==> src/rtl/ifetch_unit.sv <==
// Instruction fetch stage: a two-entry tagged buffer (current + sequential prefetch)
// in front of a single-outstanding valid/ready instruction-memory bus.
module ifetch_unit #(
    parameter int unsigned PREFETCH = 1,
    parameter logic [31:0] NOP      = 32'h0000_0013
) (
    input  logic        clk,
    input  logic        rst,
    input  logic [31:0] pc,
    input  logic        invalidate,
    output logic [31:0] insn,
    output logic        insn_valid,
    output logic        fetch_misaligned,
    output logic        imem_req,
    output logic [31:0] imem_addr,
    input  logic        imem_gnt,
    input  logic        imem_rvalid,
    input  logic [31:0] imem_rdata,
    output logic [31:0] stall_cycles
);

    typedef enum logic [1:0] {IDLE, REQ, RSP} state_t;

    state_t      state;
    logic [31:0] cur_addr, cur_data;
    logic [31:0] pf_addr, pf_data;
    logic [31:0] out_addr;
    logic        cur_vld, pf_vld, drop;

    logic        misaligned, bypass, cur_hit, pf_hit, any_hit;
    logic        install, install_cur, install_pf, promote, pf_need;
    logic [31:0] next_addr;

    // NOTE: every signal driven here gets a default first, so no path through the block can infer a latch.
    always_comb begin
        misaligned  = (pc[1:0] != 2'b00);
        bypass      = (state == RSP) && imem_rvalid && !drop && (out_addr == pc);
        cur_hit     = cur_vld && (cur_addr == pc);
        pf_hit      = pf_vld && (pf_addr == pc);
        any_hit     = bypass || cur_hit || pf_hit;
        next_addr   = cur_addr + 32'd4;

        insn        = NOP;
        insn_valid  = 1'b1;
        if (misaligned) begin
            insn = NOP;
        end else if (bypass) begin
            insn = imem_rdata;
        end else if (cur_hit) begin
            insn = cur_data;
        end else if (pf_hit) begin
            insn = pf_data;
        end else begin
            insn_valid = 1'b0;
        end
        fetch_misaligned = misaligned;

        // A response landing alongside invalidate, or after one, is never written back.
        install     = (state == RSP) && imem_rvalid && !drop && !invalidate;
        install_cur = install && (out_addr == pc);
        install_pf  = install && (out_addr != pc);
        promote     = pf_hit && !cur_hit;
        pf_need     = (PREFETCH != 0) && cur_hit && !(pf_vld && (pf_addr == next_addr));
    end

    // NOTE: sequential state uses non-blocking assignments so every flop samples pre-edge values.
    always_ff @(posedge clk) begin
        if (rst) begin
            state     <= IDLE;
            imem_req  <= 1'b0;
            imem_addr <= '0;
            out_addr  <= '0;
            drop      <= 1'b0;
        end else begin
            if ((state == RSP) && imem_rvalid) begin
                drop <= 1'b0;
            end else if (invalidate && (state != IDLE)) begin
                drop <= 1'b1;
            end

            case (state)
                IDLE: begin
                    if (!misaligned && !any_hit) begin
                        state     <= REQ;
                        imem_req  <= 1'b1;
                        imem_addr <= {pc[31:2], 2'b00};
                    end else if (pf_need) begin
                        state     <= REQ;
                        imem_req  <= 1'b1;
                        imem_addr <= next_addr;
                    end
                end
                REQ: begin
                    // Address stays put until accepted, even if pc has moved on.
                    if (imem_gnt) begin
                        state    <= RSP;
                        imem_req <= 1'b0;
                        out_addr <= imem_addr;
                    end
                end
                RSP: begin
                    if (imem_rvalid) begin
                        state <= IDLE;
                    end
                end
                default: begin
                    state    <= IDLE;
                    imem_req <= 1'b0;
                end
            endcase
        end
    end

    always_ff @(posedge clk) begin
        if (rst || invalidate) begin
            cur_vld <= 1'b0;
            pf_vld  <= 1'b0;
        end else begin
            if (install_cur || promote) begin
                cur_vld <= 1'b1;
            end
            if (install_pf) begin
                pf_vld <= 1'b1;
            end else if (promote) begin
                pf_vld <= 1'b0;
            end
        end
    end

    // NOTE: tag and data storage is not reset; the valid bits alone decide whether it is ever read.
    always_ff @(posedge clk) begin
        if (install_cur) begin
            cur_addr <= pc;
            cur_data <= imem_rdata;
        end else if (promote) begin
            cur_addr <= pf_addr;
            cur_data <= pf_data;
        end
        if (install_pf) begin
            pf_addr <= out_addr;
            pf_data <= imem_rdata;
        end
    end

    always_ff @(posedge clk) begin
        if (rst) begin
            stall_cycles <= '0;
        end else if (!insn_valid && (stall_cycles != 32'hFFFF_FFFF)) begin
            stall_cycles <= stall_cycles + 32'd1;
        end
    end

endmodule
==> config.mk <==
export PLATFORM = sky130hd
export DESIGN_NAME = ifetch_unit
export DESIGN_NICKNAME = d
export VERILOG_FILES = /design/src/rtl/ifetch_unit.sv
export SDC_FILE = /design/constraint.sdc
export NUM_CORES = 1
export LEC_CHECK = 0
export ABC_AREA = 1
export CORE_MARGIN = 2
export CORE_UTILIZATION = 57
export DETAILED_ROUTE_END_ITERATION = 7
export GPL_TIMING_DRIVEN = 0
export PLACE_DENSITY = 0.92
export SKIP_CTS_REPAIR_TIMING = 1
export SLEW_MARGIN = 5
export SYNTH_ARGS = -nofsm -noshare
export SYNTH_HDL_FRONTEND = slang
export SYNTH_SLANG_ARGS = --single-unit
==> constraint.sdc <==
create_clock -name clk -period 8.2 [get_ports clk]
set_input_delay 1.23 -clock clk [delete_from_list [all_inputs] [get_ports clk]]
set_output_delay 1.23 -clock clk [all_outputs]
set_load 0.005 [all_outputs]
==> results.ini, run 1 <==
[grt]
grt_first_pass_wirelength_mm = 72.65
grt_max_degree = 66
grt-ovfl-total = 0

[layout]
nets = 2188
combGateArea_mm2 = 0.006451

[synthesis]
post_synth_num_cell_types = 38
yosys.area.top_type = edfxtp_1
ff_type = edfxtp_1
ys_async_sr_fraction_pct = 0

[die]
core_mm2 = 0.02333

[placed_design]
gp_congestion = 1.022
numPortBuffers = 157

[final_timing]
rsz0062_at_grt = false
fin_crit_ps = 6197

[critical_path]
cpPeakStageDelay_ps = 710
r2r-start = out_addr[6]
cp_top_family = buffers and inverters
crit_buf_inv = 6

[detailed_routing]
wl_per_cell_um = 19.88
drc = 6

[clock_tree]
cts_tree = yes
cts_buffers = 25
clk_pin_slew_worst_paths_ps = 60

[run_status]
violations = design-rule violations
status = finished with violations

[hold_path]
min_delay_worst_endpoint = pf_addr[19]

[pwr]
irDropWorstVdd_mv = 0.1743

==> run 1: area by class of cell <==
| type | instances | area share [%] |
|---|---|---|
| buffer | 75 | 2.095 |
| timing repair buffer | 162 | 10.04 |
| tap | 319 | 2.439 |
| multi-input combinational | 1403 | 39.43 |
| inverter | 220 | 5.062 |
| clock inverter | 13 | 0.5124 |
| clock buffer | 33 | 4.451 |
| sequential | 230 | 35.97 |
==> run 1: power by group <==
group	internal, W	switching (W)
Sequential	0.00123	0.0000210
Combinational	0.0000931	0.000146
Clock	0.000630	0.000485
==> run 1: synth_stat cells, drive strengths merged (29+ instances only) <==
cell and number:
clkbuf 50, nor3 32, inv 220, nand3 64, xor2 61, nor2 198
dfxtp 102, a21oi 76, nand4 39, nand2 695, a31oi 29, edfxtp 128
o21ai 148
==> run 1: registers in the layout, indices dropped and copies added (netlist names) <==
name,flops
imem_addr,32
cur_addr,32
cur_data,32
drop,1
pf_data,32
pf_vld,1
cur_vld,1
imem_req,1
state,2
out_addr,32
stall_cycles,32
pf_addr,32
==> run 1: worst max-delay path by stage <==
stage                   to  startpoint  cells past startpoint  slack [ps]
3_3_place_gp   cur_addr[9]       pc[1]                     10       -3180
6_report          insn[26]      pc[11]                     15        2000
4_1_cts           insn[26]      pc[11]                     15        2140
3_5_place_dp      insn[26]      pc[11]                     15        2140
5_1_grt           insn[23]      pc[15]                     15        1910
2_1_floorplan  cur_addr[0]      pc[30]                      9         750
==> run 1: cells by family after synthesis <==
group | count (synthesis) | synth area share (%)
AND/OR/NAND/NOR | 1058 | 32.00
buffers and inverters | 295 | 8.662
AND-OR/OR-AND | 267 | 10.49
flip-flops | 230 | 43.62
XOR/XNOR | 76 | 5.036
adder cells (fa/ha/maj) | 2 | 0.1854
==> run 1: per-layer routing <==
metal	up-vias	wire, um	GRT usage (%)
met3	119	6358	7.583
li1	6600	-	-
met5	-	0	0
met1	6616	19600	55.15
met2	994	21090	57.83
met4	0	1768	13.16
==> run 1: worst register-to-register path: cells and delay by family (launching register included) <==
family / cells / cell delay, ps
compound gates: 1 / 230
simple gates: 7 / 2040
flops: 1 / 370
buf+inv: 6 / 1230
==> run 1: cells in the final DEF (no fill, tap or decap), types with 6 or more instances in the layout <==
cell	count
a21oi_1	76
a31oi_1	29
buf_2	16
buf_6	6
clkbuf_1	53
clkbuf_16	27
clkdlybuf4s50_1	157
dfxtp_1	102
edfxtp_1	128
inv_1	218
nand2_1	692
nand3_1	64
nand4_1	39
nor2_1	189
nor2_2	6
nor3_1	32
nor4_1	15
o21ai_0	142
o21ai_1	6
xnor2_1	14
xor2_1	61
==> run 1: per-stage QoR <==
step	total power, W	setup slack (ps)	instance area (um2)	hold WS (ps)	setup TNS (ps)
after floorplan	0.001382	754.6	13490	430.0	0
after global placement	0.001500	-3175	15460	438.3	-206000
after detailed placement	0.001506	2138	15550	441.7	0
after CTS	0.002595	2145	16360	456.7	0
after global routing	0.002665	1914	16360	472.1	0
final	0.002607	2003	16360	460.4	0
### Track usage over the die, run 1

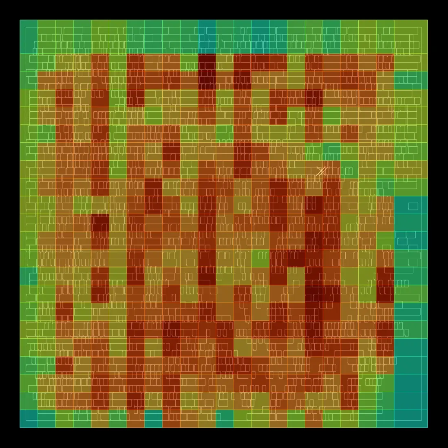
Total GRT Usage: 38.38%
gr busiest metal: met2
GR Layer Usage met2: 57.83%
met3 Use GR: 7.583%
met1 usage: 55.15%

### Clock wires, drivers and flops, run 1

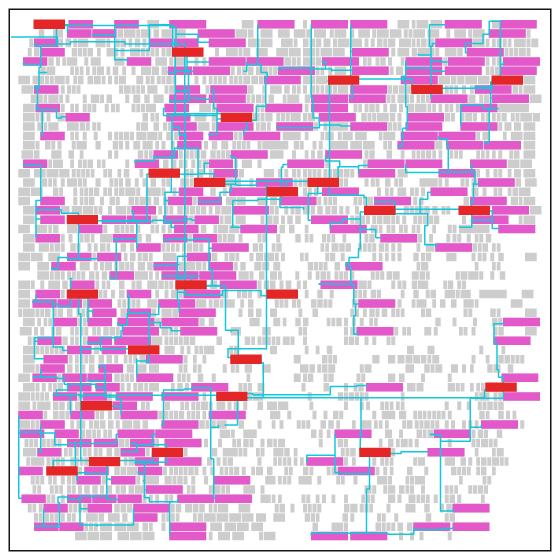
magenta -> flip-flops  # count 230
cyan -> clock wires  # length 2850 um
red -> clock drivers  # count 25
flops lie = all over the die
routed clock nets = 26

### Logic cells by family, run 1

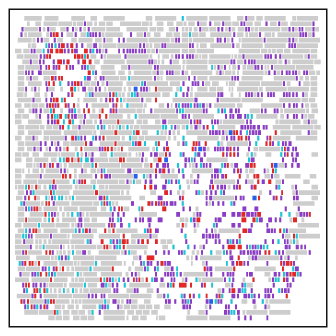
cyan -> inv cells  # cells 220, where all over the die
blue -> and/or cells  # cells 8
red -> nor cells  # cells 248, where all over the die
purple -> nand cells  # cells 802, where all over the die

### Met3 routing, run 1

Scale bar: 50 um.
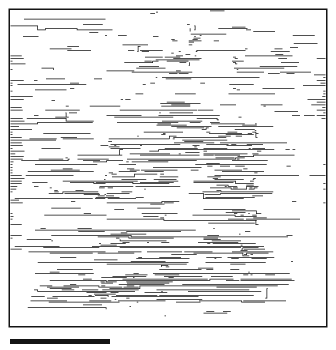

==> run 2, diff against run 1 <==
--- a/config.mk
+++ b/config.mk
@@ -7,10 +7,10 @@
 export LEC_CHECK = 0
 export ABC_AREA = 1
 export CORE_MARGIN = 2
-export CORE_UTILIZATION = 57
+export CORE_UTILIZATION = 51
 export DETAILED_ROUTE_END_ITERATION = 7
 export GPL_TIMING_DRIVEN = 0
-export PLACE_DENSITY = 0.92
+export PLACE_DENSITY = 0.87
 export SKIP_CTS_REPAIR_TIMING = 1
 export SLEW_MARGIN = 5
 export SYNTH_ARGS = -nofsm -noshare
==> constraint.sdc (replaced) <==
create_clock -name clk -period 5 [get_ports clk]
set_input_delay 0.75 -clock clk [delete_from_list [all_inputs] [get_ports clk]]
set_output_delay 0.75 -clock clk [all_outputs]
set_load 0.005 [all_outputs]
### Met3 routing, run 2

Scale bar: 50 um.
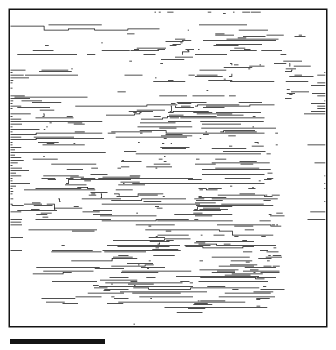
wire length on this layer = 5820 um
nets with wire on the layer = 377
share of all routed wire = 12%
main direction = horizontal
met3 Use GR: 6.654%
WL final: 49.45 mm
DR vias: 14060

==> run 2 against run 1 <==
  * The run now ends clean
  * Register-to-register slack lost 2600 ps
  * Synthesized area did not move
  * Total power increased by 67%
==> results.ini, run 2 <==
[synthesis]
avgSynthCellArea_um2 = 6.998
synthTopCellsByArea = edfxtp_1, nand2_1, dfxtp_1
yosys-top-cells-count = nand2_1, inv_1, nor2_1
ys_async_sr_fraction_pct = 0  ; unchanged
yosys.area.top_type = edfxtp_1
ff_type = edfxtp_1
synth_dominant_cell_count = nand2_1
post_synth_num_cell_types = 38  ; unchanged

[final_timing]
rsz0062_at_grt = false
holdWs_ps = 462.0  ; +1.646 ps
finalClockPeriodUsage_pct = 96.29
finalHoldViolCount = 0
fin_crit_ps = 4815

[clock_tree]
clk_pin_slew_worst_paths_ps = 60  ; about the same
cts_buffers = 25  ; unchanged
cts_max_path_buffers = 3
cts_tree = yes

[layout]
nets = 2187  ; -0.046%
lay_top_count = nand2_1
final_cell_mix = nand2_1, inv_1, nor2_1
fillers = 2303
final_area_mm2 = 0.01645  ; +0.51%

[pwr]
seq_power_share_pct = 47.2  ; -0.9 points
pwr-share-clk_pct = 43.7  ; +0.9 points
internal-power_w = 0.003276  ; +68%
p_switching_w = 0.001074  ; +65%
combPwrFrac_pct = 9.1  ; about the same
irDropWorstVdd_mv = 0.2704  ; +55%
p_sw_share_pct = 24.69  ; -0.32 points

[placed_design]
numPortBuffers = 157  ; unchanged
place_area_mm2 = 0.01557  ; +0.14%
gp_congestion = 0.9999  ; -2.2%

[detailed_routing]
drc = 0  ; -6
wl_per_cell_um = 20.02  ; +0.70%
drt_first_pass_iters = 8

[grt]
grt_first_pass_wirelength_mm = 75.04  ; +3.3%
track_usage_pct = 34.68  ; -3.7 points
grt-ovfl-total = 0  ; unchanged
grt_max_degree = 66  ; unchanged

[critical_path]
required_ps = 4250
reg2reg_depth = 12

[die]
chipArea_mm2 = 0.02777
core_mm2 = 0.02598  ; +11%

[run_status]
status = completed

[run 2: cell counts after synthesis]
No cell type changed its count.
[run 2: path summary, 6_finish.rpt]
path,start,to
worst max register to register,out_addr[18],cur_addr[11]
worst min register to register,out_addr[7],pf_addr[7]
worst max-delay path,pc[7],insn[28]
worst min-delay path,out_addr[7],pf_addr[7]
[run 2: power by group through the flow]
stage	Clock [W]	Sequential [W]	Combinational (W)
2_1_floorplan	0	0.00209	0.000181
3_3_place_gp	0	0.00209	0.000376
3_5_place_dp	0	0.00209	0.000381
4_1_cts	0.00190	0.00205	0.000385
5_1_grt	0.00199	0.00206	0.000424
6_report	0.00190	0.00205	0.000395
[run 2: kinds of logic (layout without fill, tap and decap cells)]
logic type | count (synthesis) | in the layout | share of synthesized area [%]
buf+inv | 295 | 502 | 8.662
xor+xnor | 76 | 76 | 5.036
compound gates | 267 | 267 | 10.49
simple gates | 1058 | 1058 | 32.00
flops | 230 | 230 | 43.62
fa+ha+maj | 2 | 2 | 0.1854
[run 2: final cells by class]
cell class	count	area (um2)	area share [%]
clock inverters	13	132.6	0.8064
clock buffers	33	705.7	4.291
well taps	335	419.2	2.549
flip-flops and latches	230	5886	35.79
plain buffers	75	349.1	2.123
multi-input cells	1403	6469	39.33
inverters	220	828.3	5.037
repair buffers	161	1657	10.07
[run 2: critical path: stages]
cell             delay [ps]
clkdlybuf4s50_1         630
inv_1                   200
nand2_1                 160
nand4_1                 110
nand3b_1                200
nor4_1                  220
and3_1                  210
nand2_2                 140
inv_1                   110
buf_2                   240
clkbuf_2                290
nand2_1                  80
a31oi_1                 150
clkdlybuf4s50_1         570
[run 2: routing by layer]
| layer | part of all wire, % | routed length [um] | track usage (%) | vias up |
|---|---|---|---|---|
| li1 | - | - | - | 6601 |
| met2 | 43 | 21160 | 52.26 | 889 |
| met5 | 0 | 0 | 0 | - |
| met3 | 12 | 5824 | 6.654 | 110 |
| met1 | 42 | 20800 | 50.24 | 6464 |
| met4 | 3.4 | 1665 | 11.51 | 0 |
[run 2: through the flow]
step	setup WS, ps	power, W	setup TNS (ps)	cells
final	185.3	0.004350	0	2470
after global routing	59.66	0.004470	0	2470
after CTS	-160.5	0.004340	-1386	2470
after detailed placement	-151.4	0.002473	-1309	2424
after global placement	-2609	0.002467	-170420	2420
after floorplan	61.45	0.002266	0	1928
### Track usage over the die, run 2

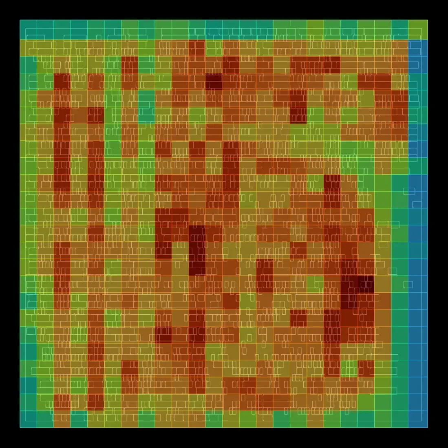

==> run 3, diff against run 2 <==
--- a/config.mk
+++ b/config.mk
@@ -6,10 +6,12 @@
 export NUM_CORES = 1
 export LEC_CHECK = 0
 export ABC_AREA = 1
+export ABC_CLOCK_PERIOD_IN_PS = 5000
 export CORE_MARGIN = 2
 export CORE_UTILIZATION = 51
 export DETAILED_ROUTE_END_ITERATION = 7
 export GPL_TIMING_DRIVEN = 0
+export MAX_ROUTING_LAYER = met4
 export PLACE_DENSITY = 0.87
 export SKIP_CTS_REPAIR_TIMING = 1
 export SLEW_MARGIN = 5
### Track usage over the die, run 3

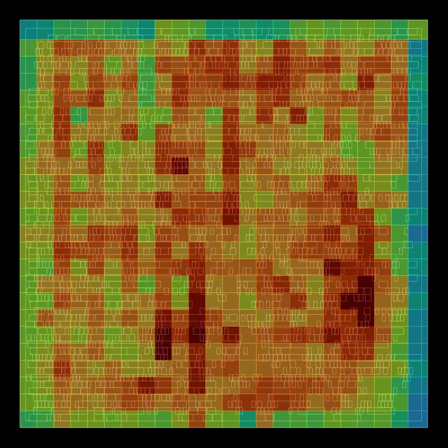
drt wl/cell: 20.67 um
met3 Use GR: 7.391%

==> run 3 against run 2 <==
  * Maximum frequency is 0.52% lower
  * Critical path depth shrank 3
  * Critical endpoint is now insn[9]
  * Total power increased by 0.16%
  * Via count rose by 0.54%
  * Flip-flop count unchanged
  * Cell count rose by 0.16%
  * Non-clock buffer count is 1 higher
  * Highest routed layer unchanged
  * Register-to-register slack lost 200 ps
  * Routed wire length grew 3.4%
  * Worst setup slack lost 25 ps
  * First-iteration DRC count fell by 9.3%
  * Clock power is essentially flat
==> results.ini, run 3 <==
[clock_tree]
cts_buffers = 25  ; unchanged
clk_pin_slew_worst_paths_ps = 60  ; about the same
cts_tree = yes
cts_max_path_buffers = 3  ; unchanged

[critical_path]
required_ps = 4250  ; about the same
r2r-end = cur_data[25]
r2r-start = out_addr[18]

[layout]
regArea_mm2 = 0.005886  ; unchanged
instances_no_fill = 2474  ; +0.16%
combGateArea_mm2 = 0.006469  ; unchanged
final_cell_mix = nand2_1, inv_1, nor2_1
lay_top_count = nand2_1
fillers = 2389  ; +3.7%

[hold_path]
worstHoldStart = out_addr[11]
min_delay_worst_endpoint = pf_addr[11]

[placed_design]
place_ws_ps = -66.34  ; +85.03 ps
dp.cells = 2425  ; +0.041%
numPortBuffers = 157  ; unchanged

[pwr]
pwr-share-clk_pct = 43.7  ; about the same
internal-power_w = 0.003247  ; -0.87%
p_sw_share_pct = 25.46  ; +0.77 points
combPwrFrac_pct = 9.1  ; about the same

[final_timing]
holdWs_ps = 461.7  ; -0.3270 ps
finalClockPeriodUsage_pct = 96.80  ; +0.51 points

[synthesis]
synthTopCellsByArea = edfxtp_1, nand2_1, dfxtp_1
yosys-top-cells-count = nand2_1, inv_1, nor2_1

[detailed_routing]
drt_first_pass_iters = 5  ; -3
drc = 0  ; unchanged
wl_mm = 51.15  ; +3.4%
vias = 14140  ; +0.54%

[grt]
grt_first_pass_wirelength_mm = 77.26  ; +3.0%
grt_max_degree = 66  ; unchanged
track_usage_pct = 37.11  ; +2.4 points

[run_status]
status = completed

-- run 3: cell counts after synthesis --
Identical to the previous run, type by type.
-- run 3: kinds of logic after synthesis --
logic type                 Yosys count  synth area share (%)
and+or+nand+nor                   1058                 32.00
buffers and inverters              295                 8.662
AOI/OAI and AO/OA                  267                 10.49
DFF                                230                 43.62
xor gates and xnor gates            76                 5.036
adders and majority gates            2                0.1854
-- run 3: routing by layer --
| layer | share of wire [%] | track usage, % | up-vias |
|---|---|---|---|
| li1 | - | - | 6604 |
| met5 | 0 | - | - |
| met1 | 42 | 52.29 | 6611 |
| met3 | 12 | 7.391 | 102 |
| met2 | 43 | 53.77 | 823 |
| met4 | 3.5 | 12.11 | 0 |
-- run 3: stage by stage --
step / total power, W / TNS [ps] / instance area, um2
final: 0.004356 / 0 / 16470
after global routing: 0.004463 / 0 / 16470
after CTS: 0.004342 / -852.3 / 16430
after detailed placement: 0.002477 / -1622 / 15600
after global placement: 0.002469 / -181640 / 15490
after floorplan: 0.002266 / 0 / 13500
-- run 3: area by class of cell --
type | count | share of cell area (%)
Timing Repair Buffer | 162 | 10.21
Multi-Input combinational cell | 1403 | 39.26
Antenna cell | 3 | 0.04557
Sequential cell | 230 | 35.73
Tap cell | 335 | 2.544
Inverter | 220 | 5.028
Clock buffer | 31 | 4.314
Buffer | 75 | 2.111
Clock inverter | 15 | 0.7595
-- run 3: how the worst max path moves through the flow --
stage	from	end	slack, ps	depth (start not counted)
2_1_floorplan	pc[30]	cur_addr[0]	60	9
3_3_place_gp	pc[1]	cur_addr[12]	-2790	10
3_5_place_dp	pc[11]	insn[22]	-70	15
4_1_cts	pc[20]	insn[9]	-120	11
5_1_grt	pc[19]	insn_valid	30	14
6_report	pc[20]	insn[9]	160	11
-- run 3: power by group through the flow --
stage	clock network (W)	logic (W)	registers, W
3_3_place_gp	0	0.000378	0.00209
6_report	0.00190	0.000398	0.00205
2_1_floorplan	0	0.000181	0.00209
3_5_place_dp	0	0.000385	0.00209
4_1_cts	0.00190	0.000388	0.00205
5_1_grt	0.00198	0.000427	0.00206
-- run 3: critical path, stage by stage --
cell and delay (ps):
clkdlybuf4s50_1 710, inv_1 150, nand2_1 140, o21ai_0 100
nor4_1 480, nand3_1 220, nor2_4 240, clkbuf_2 320
nand2_1 120, a31oi_1 280, clkdlybuf4s50_1 570
Power is estimated from default activity; no workload was simulated.
